run_1/placed.png
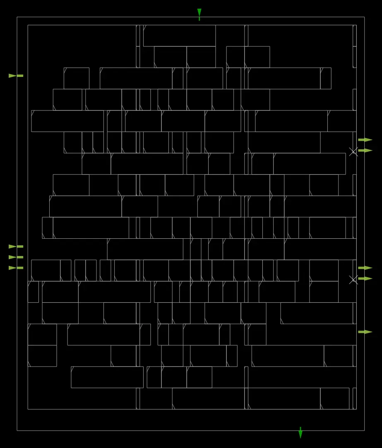
run_1/port_trees.png
(4 px per um)
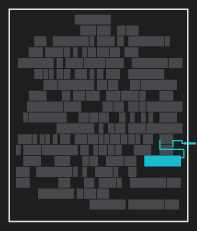
run_1/sizing.png
(10 px per um)
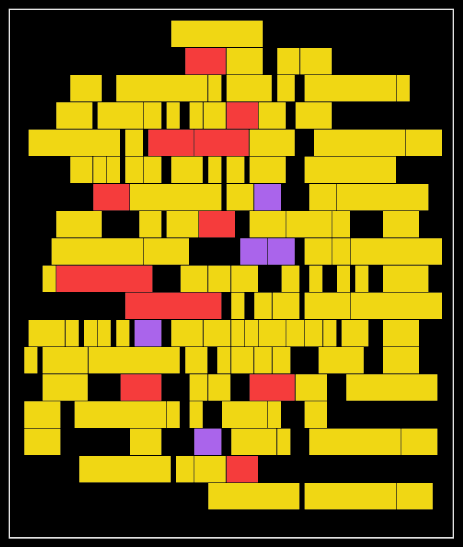
run_1/gates.png
(10 px per um)
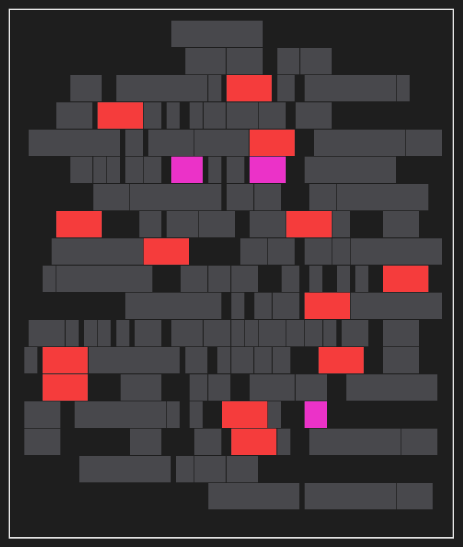
**config.mk**
```make
export PLATFORM = sky130hd
export DESIGN_NAME = usb_rx_timing_ctrl
export DESIGN_NICKNAME = d
export VERILOG_FILES = /design/src/rtl/usb_rx_pkg.sv /design/src/rtl/usb_line_state_reg.sv /design/src/rtl/usb_rx_timing_ctrl.sv
export SDC_FILE = /design/constraint.sdc
export NUM_CORES = 1
export LEC_CHECK = 0
export CORE_ASPECT_RATIO = 1.2
export CORE_UTILIZATION = 55
export DETAILED_ROUTE_END_ITERATION = 10
export PLACE_DENSITY = 0.8
export SETUP_SLACK_MARGIN = 0.02
export SLEW_MARGIN = 20
export SYNTH_ARGS = -nofsm -noshare
export SYNTH_HDL_FRONTEND = slang
export SYNTH_HIERARCHICAL = 1
export SYNTH_SLANG_ARGS = --single-unit
```
**constraint.sdc**
```tcl
create_clock -name clk -period 2 [get_ports clk]
set_input_delay 0.4 -clock clk [delete_from_list [all_inputs] [get_ports clk]]
set_output_delay 0.4 -clock clk [all_outputs]
set_load 0.05 [all_outputs]
```
**src/rtl/usb_rx_pkg.sv**
```systemverilog
// usb_rx_pkg: shared line-state and controller-state types for the USB RX timing path.
package usb_rx_pkg;
    typedef enum logic [1:0] {LS_J, LS_K, LS_SE0, LS_SE1} line_state_t;
    typedef enum logic [1:0] {IDLE, ACTIVE, EOP_SE0} rx_ctrl_state_t;

    function automatic line_state_t decode_line(input logic dp, input logic dm);
        return (dp && !dm) ? LS_J : (!dp && dm) ? LS_K : dp ? LS_SE1 : LS_SE0;
    endfunction
endpackage

```
**src/rtl/usb_line_state_reg.sv**
```systemverilog
// usb_line_state_reg: registers the decoded bus state twice and flags J/K data edges and J->K SOP.
module usb_line_state_reg import usb_rx_pkg::*; (
    input  logic        clk,
    input  logic        rst,
    input  logic        dp_sync,
    input  logic        dm_sync,
    output line_state_t cur,
    output logic        je_edge,
    output logic        sop_edge
);
    line_state_t cur_q, cur_d, prv_q;

    always_comb cur_d = decode_line(dp_sync, dm_sync);

    // Both stages reset to SE0 so an explicit J is needed before any SOP.
    always_ff @(posedge clk or posedge rst) begin
        if (rst) begin
            cur_q <= LS_SE0;
            prv_q <= LS_SE0;
        end else begin
            cur_q <= cur_d;
            prv_q <= cur_q;
        end
    end

    assign cur      = cur_q;
    assign sop_edge = (prv_q == LS_J) && (cur_q == LS_K);
    assign je_edge  = sop_edge || ((prv_q == LS_K) && (cur_q == LS_J));
endmodule

```
**src/rtl/usb_rx_timing_ctrl.sv**
```systemverilog
// usb_rx_timing_ctrl: SOP/EOP sequencing, phase-drift readjust and abort detection
// controlling the RX bit-timing divider.
module usb_rx_timing_ctrl import usb_rx_pkg::*; #(
    parameter int CLKS_PER_BIT = 8,
    parameter int EOP_SE0_BITS = 2,
    parameter int MAX_RUN_BITS = 7,
    parameter int PH_TOL       = 1
) (
    input  logic clk,
    input  logic rst,
    input  logic dp_sync,
    input  logic dm_sync,
    input  logic bit_strobe,
    output logic en_clk_div,
    output logic counter_clear,
    output logic readjust,
    output logic rx_active,
    output logic eop,
    output logic rx_error
);
    localparam int PHW  = $clog2(CLKS_PER_BIT);
    localparam int RUNW = $clog2(MAX_RUN_BITS + 1);
    localparam int SE0W = $clog2(EOP_SE0_BITS + 3);
    localparam int HALF = CLKS_PER_BIT / 2;
    localparam logic [PHW-1:0]  PH_MAX  = PHW'(CLKS_PER_BIT - 1);
    localparam logic [RUNW-1:0] RUN_LST = RUNW'(MAX_RUN_BITS - 1);
    localparam logic [SE0W-1:0] SE0_MIN = SE0W'(EOP_SE0_BITS);
    localparam logic [SE0W-1:0] SE0_MAX = SE0W'(EOP_SE0_BITS + 1);

    line_state_t    cur;
    logic           je_edge, sop_edge, ph_far;
    rx_ctrl_state_t state_q, state_d;
    logic [PHW-1:0]  ph_q, ph_d;
    logic [RUNW-1:0] run_q, run_d;
    logic [SE0W-1:0] se0_q, se0_d;
    logic act_q, act_d, clr_q, clr_d, radj_q, radj_d, eop_q, eop_d, err_q, err_d;

    usb_line_state_reg u_line (
        .clk      (clk),
        .rst      (rst),
        .dp_sync  (dp_sync),
        .dm_sync  (dm_sync),
        .cur      (cur),
        .je_edge  (je_edge),
        .sop_edge (sop_edge)
    );

    assign ph_far = (int'(ph_q) > HALF + PH_TOL) || (int'(ph_q) < HALF - PH_TOL);

    always_comb begin
        state_d = state_q;
        ph_d    = ph_q;
        run_d   = run_q;
        se0_d   = se0_q;
        clr_d   = 1'b0;
        radj_d  = 1'b0;
        eop_d   = 1'b0;
        err_d   = 1'b0;
        case (state_q)
            IDLE: begin
                if (sop_edge) begin
                    state_d = ACTIVE;
                    clr_d   = 1'b1;
                    ph_d    = '0;
                    run_d   = '0;
                end
            end
            ACTIVE: begin
                ph_d = bit_strobe ? '0 : (ph_q == PH_MAX) ? ph_q : ph_q + PHW'(1);
                if (cur == LS_SE1) begin
                    err_d   = 1'b1;
                    state_d = IDLE;
                end else if (cur == LS_SE0) begin
                    state_d = EOP_SE0;
                    se0_d   = '0;
                end else if (je_edge) begin
                    // An edge wins over a coincident strobe: the run restarts.
                    run_d = '0;
                    if (ph_far) begin
                        radj_d = 1'b1;
                        clr_d  = 1'b1;
                        ph_d   = '0;
                    end
                end else if (bit_strobe) begin
                    run_d = run_q + RUNW'(1);
                    if (run_q == RUN_LST) begin
                        err_d   = 1'b1;
                        state_d = IDLE;
                    end
                end
            end
            EOP_SE0: begin
                if (cur == LS_SE1 || cur == LS_K) begin
                    err_d   = 1'b1;
                    state_d = IDLE;
                end else if (cur == LS_J) begin
                    eop_d   = se0_q >= SE0_MIN;
                    err_d   = se0_q < SE0_MIN;
                    state_d = IDLE;
                end else if (se0_q > SE0_MAX) begin
                    err_d   = 1'b1;
                    state_d = IDLE;
                end else if (bit_strobe) begin
                    se0_d = se0_q + SE0W'(1);
                end
            end
            default: state_d = IDLE;
        endcase
        act_d = state_d != IDLE;
    end

    always_ff @(posedge clk or posedge rst) begin
        if (rst) begin
            state_q <= IDLE;
            ph_q    <= '0;
            run_q   <= '0;
            se0_q   <= '0;
            act_q   <= 1'b0;
            clr_q   <= 1'b0;
            radj_q  <= 1'b0;
            eop_q   <= 1'b0;
            err_q   <= 1'b0;
        end else begin
            state_q <= state_d;
            ph_q    <= ph_d;
            run_q   <= run_d;
            se0_q   <= se0_d;
            act_q   <= act_d;
            clr_q   <= clr_d;
            radj_q  <= radj_d;
            eop_q   <= eop_d;
            err_q   <= err_d;
        end
    end

    assign en_clk_div    = act_q;
    assign rx_active     = act_q;
    assign counter_clear = clr_q;
    assign readjust      = radj_q;
    assign eop           = eop_q;
    assign rx_error      = err_q;
endmodule

```
==> notes.md, run 1 <==
Results of the run.

STA classifies the critical path startpoint as a register. The leakage power total is 0.000626 uW. After synthesis, the share of cell area in mux cells is 4.46%. The initial antenna violation count was 0. Setup repair after global routing left no endpoint under its margin. Across all stage logs, warnings added up to 33.

The total of endpoints with negative setup slack in the final report is 0. Per the area breakdown, the dominant cell category is logic gates. Per report_power, the top consumer among the power groups is combinational cells.

After the last flow step, the layout net total stands at 148. The switching share of power is 40.4%. The maximum cell stage delay along the critical path is 0.80 ns. The cell total in the yosys stat output is 116. The termination of the worst setup path is rx_active.

The largest family of logic cells by area is simple AND/OR/NAND/NOR gates. The post-CTS hold buffer count recorded in the log is 0. After layout, the design draws a total of 1430 uW. The fraction of synthesized cell area in xor and xnor cells is 1.49%. Per the final report, the share of cell area in non-clock buffers is 8.49%. The total met3 wirelength after detailed routing is 42 um. The clock tree buffer count of the final layout is 4.

0 antenna diodes ended up in the layout. Summed over all sequential cells, the power is 591 uW. The via count of the first global-routing pass is 784. The count of cells resized by post-cts repair is 0. Grouping stages by cell kind, the critical path spends the most delay in buffers and inverters. The critical path arrival is 1.45 ns. The count of antenna-violating nets left after detailed routing is 0. For this block, wires on met1 add up to 869 um. The critical path endpoint has a required time of 1.60 ns. The final total negative setup slack is 0 ns. In this run the number of cells on the critical path is 1. The first global-routing pass estimated 3330 um of wire. The time the worst path needs with I/O delays and setup is 1.85 ns. The power of the combinational group is 645 uW. The setup slack on the worst flop-to-flop path is 0.19 ns. The number of nets produced by synthesis is 134.

The checks that failed: DRC. The net switching power is 579 uW. Note, the detailed placer reported a final HPWL of 1530 um. The type of the worst setup path is reg -> out. The pin closest to its max-slew limit shows a slew of 0.598 ns. After synthesis the netlist holds a flip-flop and latch count of 20. The most frequent cell after synthesis is dfrtp_1. The total buffers and inverters traversed by the critical path is 1.

For this run, asynchronously set or reset flops after synthesis account for 100%. The detailed-routed wire length on met2 is 1070 um. Sequential cells placed in the final layout were counted as 20.

The fraction of power consumed by sequential logic is 41.2%. Per the synthesis report, the adder-cell share of the synthesized area is 13.8%. The worst max-slew margin expressed relative to the limit is 60.1%. The clock insertion delay at the later pin of the skew report is 0.30 ns. The unique cell type count in the Yosys netlist is 35. The clock drives 20 sinks. The final routed wire length divided by cell count is 12.8 um. The average size of a mapped cell is 10.2 um^2. Summing every instance area after synthesis gives 1180 um^2. The setup fix buffers added after clock tree synthesis is 0. The detailed-router iteration count before antenna repair is 7. STA reports the tightest min-delay check as being of type in -> async. The H-tree depth is 1. The overflow left after global routing is 0. Summing all multi-input logic gate instances after layout gives 618 um^2. The synthesized netlist cell count is 116. The final clock period utilization by the worst path is 92.6%. Traced cell by cell, the critical path runs through clkdlybuf4s50_1.

Pins over their slew limit in the final report were tallied at 0. For this run, global-route usage on met1 was measured as 24.2%. The clock group share of total power is 13.8%.

Per the OpenROAD floorplan log, the height of the die is 52.7 um. For this block, the via count after detailed routing is 845. In this run the critical register-to-register path is launched from state_q[1]. The global-route usage over all layers is 20.1%. In this run the critical register-to-register path is captured at ph_q[1]. The sequential fraction of the synthesis area is 42.7%. The cell sitting at the root of the clock tree is a clkbuf_4.

In this run the biggest area consumer among cell types represents 38.2% of the synthesized area. The final estimated routing congestion in global placement is 0.863. The post-synthesis simple-gate area fraction is 16.1%.

Derived from the worst setup path, the maximum achievable clock frequency is 540 MHz. The average via count per standard cell is 5.31. The total cell area at the placement stage is 1320 um^2. The final core utilization is 66.2%. Per the synth stats, the flop cell with the highest instance count is dfrtp_1. The global routing met2 resource utilization is 33.1%. After synthesis, the most frequently instantiated cells are 18 x dfrtp_1, 15 x inv_1, 13 x ha_1, 8 x a21oi_1, 6 x nor2_1. The report puts the cell count of the worst reg-to-reg path at 6. The number of buffers inserted during clock tree synthesis is 3. Per the synthesis report, the AND-OR/OR-AND share of the synthesized area is 15.3%. The sequential standard cell area is 503 um^2.

The registers reported with the highest flop counts are ph_q: 3 flops, run_q: 3 flops, se0_q: 3 flops. The first-iteration detailed-routing DRC count is 16. After layout, the setup clock skew is reported as 0.00840 ns. The register share of the cell area is 37.1%. On the reported timing paths, the clock transition at the registers reads 0.11 ns. Endpoints failing hold in the final report were tallied at 0. After synthesis, the chip area reported by Yosys is 1180 um^2. Timing analysis after detailed placement gives a worst setup slack of 0.135 ns. The combinational share of power is 45.0%. The power per unit of standard cell area is 1060 nW/um^2. The deepest clock path buffer count is 2. Leaving out the clock tree, the finished layout contains an inverter count of 15. The fraction of the core area occupied by cells at floorplan is 57.5%. In the layout the tool counted multi-input logic cells amounting to 78. The run finished, with violations left. The peak fanout along the critical path is 2.

The worst hold margin is 0.302 ns. The worst-path cell with the longest stage delay is clkdlybuf4s50_1. Including well taps, the total number of placed cells is 155.

The proportion of cell area spent on the clock network is 1.94%. Entering global routing, the biggest net connects 17 pins. The number of design rule violations left after detail routing is 2. The count of warnings emitted by yosys is 6.
Back to the opening pictures, placed.png:
tapcells inserted: 30
tally of non-filler cells in the final layout: 159
core area: 2050 um^2

Back to the opening pictures, port_trees.png:
cyan -> rx_active  # bits 1, direction output, edge east, end cells 1, buffers 1, wire 16.5 um
I/O pin count: 11
count of port buffers added during placement: 10

Back to the opening pictures, sizing.png:
red -> x2  # cells 11, share 8.5%
yellow -> x1 and smaller  # cells 113, share 88%
purple -> x3 and x4  # cells 5, share 3.9%
Area Growth Syn to Fin: 15.1%
Final Worst Setup Slack: 0.147 ns
number of non-clock buffers: 12
area of all placed cells without fillers: 1360 um^2

Back to the opening pictures, gates.png:
red -> fa/ha/maj cells  # cells 13, most used ha_1
magenta -> and/or cells  # cells 3
most used logic cell in the final layout: dfrtp_1
combinational share of cell area: 45.6%

run_1/route_heat.png
(8 px per um) The die is cut into 9 by 11 equal tiles; black is low, pale yellow is high, scaled to the fullest tile. Values are wire area over tile area, all layers added.
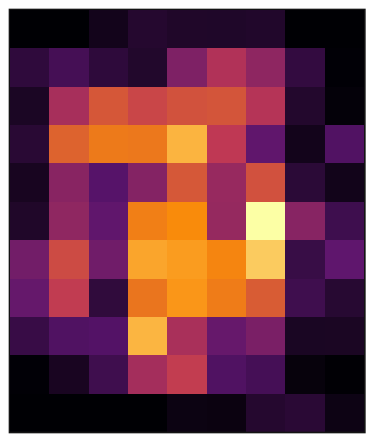

## Run 2: what changed since run 1
Settings changed: CORE_MARGIN set to 4.
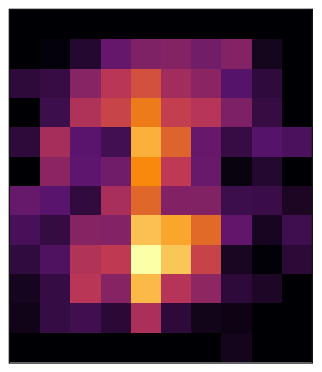
run_2/route_heat.png
(6 px per um) The die is cut into 10 by 12 equal tiles; black is low, pale yellow is high, scaled to the fullest tile. Values are wire area over tile area, all layers added.
nearly empty tiles = 26%
fullest tile = 0.46
densest ninth of the die = center
emptiest ninth of the die = south-east
average routed wire per standard cell: 12.9 um
Routed WL: 2070 um
global-route usage over all layers: 17.0%
number of vias after detailed routing: 857

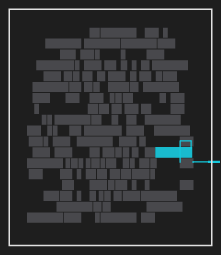
run_2/port_trees.png
(4 px per um)
cyan -> rx_active  # bits 1, direction output, edge east, end cells 1, buffers 1, wire 14.5 um

==> run 2 against run 1 <==
  * Non-clock buffer count up 2
  * Critical path depth unchanged
  * Wire length up 1.6%
  * The flow now finishes without violations
  * Largest power group unchanged
  * Area after synthesis is the same
  * Register-to-register slack barely moved
  * Worst hold slack worse by 0.019 ns
  * Synthesized cell count is the same
  * Sequential cell count is the same
  * Setup slack got worse by 0.010 ns
  * Final area increased by 0.18%
==> notes.md, run 2 <==
Results of the run.

The flow ran to the end, and the final reports show no timing, DRC or antenna violations. The registers reported with the highest flop counts are ph_q: 3 flops, run_q: 3 flops, se0_q: 3 flops. Along the worst path, the maximum fanout reaches 2. The wire length of the first global-routing pass is 3780 um. The total met3 wirelength after detailed routing is 77 um. The maximum clock frequency is 537 MHz. The synthesis run shows multiplexers occupying 4.46% of the cell area. The power per unit of standard cell area is 1050 nW/um^2. The clock edge transition at the registers on the reported setup and hold paths is 0.11 ns. The area fraction in compound gates is 15.3%. Looking at the clock tree report, the H-tree level count equals 1. The count of cells resized by post-cts repair is 0.

The CTS report gives the tree buffer count as 3. The clock insertion delay at the later pin of the skew report is 0.31 ns. Per the post-synthesis report, the nets total 134. The number of different library cells used by synthesis comes to 35. The number of design rule violations left after detail routing is 0. Entering global routing, the biggest net connects 17 pins. By instance count after routing, the leading logic cell types are 18 x dfrtp_1, 15 x inv_1, 13 x ha_1. In this run the worst setup path begins at en_clk_div. The detailed-routing wirelength on met1 is 867 um.

Setup repair after global routing left no endpoint under its margin. Before antenna repair, the detailed router went through 4 iterations. On the final layout, the worst hold slack is 0.283 ns.

During I/O placement, the number of pins put on the boundary was 11. The initial antenna violation count came to 0. The number of antenna diodes in the final layout is 0. Looking at area per cell type in the netlist, the leader is dfrtp_1. The worst min-delay path category is in -> async. Among all stages on the critical path, the maximum delay recorded is 0.80 ns. The final clock period utilization by the worst path is 93.1%. The reported sequential group power is 590 uW.

In this run the number of cells on the critical path is 1. For reference, the post-synthesis area per instance comes to 10.2 um^2. According to the CTS report, the clock sink count is 20.

The total tool warning count is 33. The data required time at the worst endpoint is 1.60 ns. The met3 track utilization from global routing is 3.54%. Power comes to 1430 uW. The reg-to-reg critical path startpoint is u_line/cur[1]. On met2, the global router reports a usage of 29.9%.

The pre-CTS setup check shows a worst slack of 0.174 ns. The worst setup path is captured at an output port. The total cell area at the placement stage is 1330 um^2. The highest metal layer used by the detailed router is met4. The slew of the pin with the lowest slew margin is 0.617 ns. The sequential cells in the finished layout cover a total of 503 um^2. The deepest clock path buffer count is 2. The hold buffer count at CTS is 0. The average via count per standard cell is 5.36.

Among logic cells in the layout, the one with the most instances is dfrtp_1. Per report_power, the sequential group accounts for 41.4% of the total. Per the timing report, the most critical flop-to-flop path finishes at en_clk_div. The final timing report lists clock skew as 0.00348 ns. The most used flip-flop cell is dfrtp_1. Once synthesis finished, the tally of register bits stood at 20. Per the layout area report, the combinational fraction of cell area is 44.8%. The termination of the worst setup path is en_clk_div. The final total negative setup slack is 0 ns. The setup path with the least slack is of type reg -> out. Per the post-route antenna check, the number of violating nets is 0.

Detailed placement ended at an HPWL of 1590 um. The core region is 2050 um^2. For this design, Yosys synthesis ends with a cell count of 116. The global routing usage on met1 is 19.2%.

The worst setup path is launched from a register. The number of flip-flops and latches is 20. Summed over all layers, the global routing overflow is 0. Leaving out buffers and inverters, the combinational logic in the layout accounts for 609 um^2. For this run, the post-layout net count is 150.

The async set-or-reset flop fraction in the synthesized netlist is 100%. In the final layout, non-clock buffers account for 9.58% of the cell area. In the final report, the number of pins over their slew limit comes to 0. The proportion of netlist area held by the largest area contributor is 38.2%. The commonest cells after synthesis are 18 x dfrtp_1, 15 x inv_1, 13 x ha_1, 8 x a21oi_1, 6 x nor2_1. In this run, the synthesized area fraction spent on adder and majority cells is recorded as 13.8%.

78 cells are multi-input combinational gates. The number of tap instances is 30. The first-iteration detailed-routing DRC count is 15. For reference, the final report shows the hold violation count at 0. The family with the most delay on the worst path is buffers and inverters. The net switching power is 577 uW. The number of buffers added on ports is 10. Per report_power, the Combinational row totals 637 uW.

The clock group share of total power is 13.9%. The netlist area before placement is 1180 um^2. The setup slack on the worst flop-to-flop path is 0.20 ns. After the flow finishes, the layout carries non-filler instances totaling 160.

The combinational share of power is 44.7%. The layout report lists the clock-cell share of area as 1.66%. The detailed-routed wire length on met2 is 1070 um. The share of the core area taken by cells at floorplan is 57.5%. The post-synthesis simple-gate area fraction is 16.1%.

The worst register-to-register path depth is 6. The switching share of power is 40.5%. After its last routability iteration, the placer logged a weighted congestion of 0.807. The critical path arrival is 1.46 ns.

Counting the clock-network buffers in the layout gives 3. The number of buffers outside the clock class in the layout is 14. The setup fix buffers added after clock tree synthesis is 0. The largest family of logic cells by area is simple AND/OR/NAND/NOR gates. dfrtp_1 is the most common cell in the netlist.

During synthesis, Yosys emitted a total of 6 warnings. The clock network power reported by the tool is 198 uW. The via count of the first global-routing pass is 913. The cell at the root of the clock tree is clkbuf_4. The final layout report lists a filler cell count of 168. The worst-path cell with the longest stage delay is clkdlybuf4s50_1. The synthesized netlist cell count is 116. The total of endpoints with negative setup slack in the final report is 0. The total buffers and inverters traversed by the critical path is 1. Per the final layout report, the fraction of cells sized above drive strength 1 comes to 12.3%. The vertical die dimension reported for this design is 58.7 um.

The non-clock inverters instantiated in the layout total 15. The register share of the cell area is 37.0%. Once layout is complete, the utilization of the core stands at 66.3%. In the synthesis report, Yosys lists the chip area as 1180 um^2. The leakage power total is 0.000634 uW. In this run the critical path is formed by clkdlybuf4s50_1. The biggest slice of the total power is consumed by combinational cells. The fraction of synthesized cell area in xor and xnor cells is 1.49%. The die area is 2950 um^2. The time the worst path needs with I/O delays and setup is 1.86 ns. The worst max-slew margin expressed relative to the limit is 58.8%.

Sorting the synthesized cells by area gives the leading types as dfrtp_1 38%, ha_1 14%, inv_1 4.8%, dfstp_2 4.5%, a21oi_1 3.4%. In the final design, more cell area goes to logic gates than to any other class. Sequential cells were found to cover 42.7% of the synthesized design area. Per the placement report, the placed cell count is 157. The tool flagged a number of max-cap violations equal to 0.
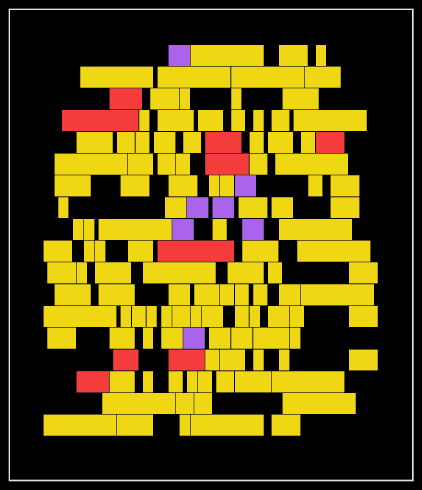
run_2/sizing.png
(8 px per um)
Final Worst Setup Slack: 0.137 ns
area of all placed cells without fillers: 1360 um^2
Area Growth Syn to Fin: 15.3%

Power and IR drop assume default switching activity.
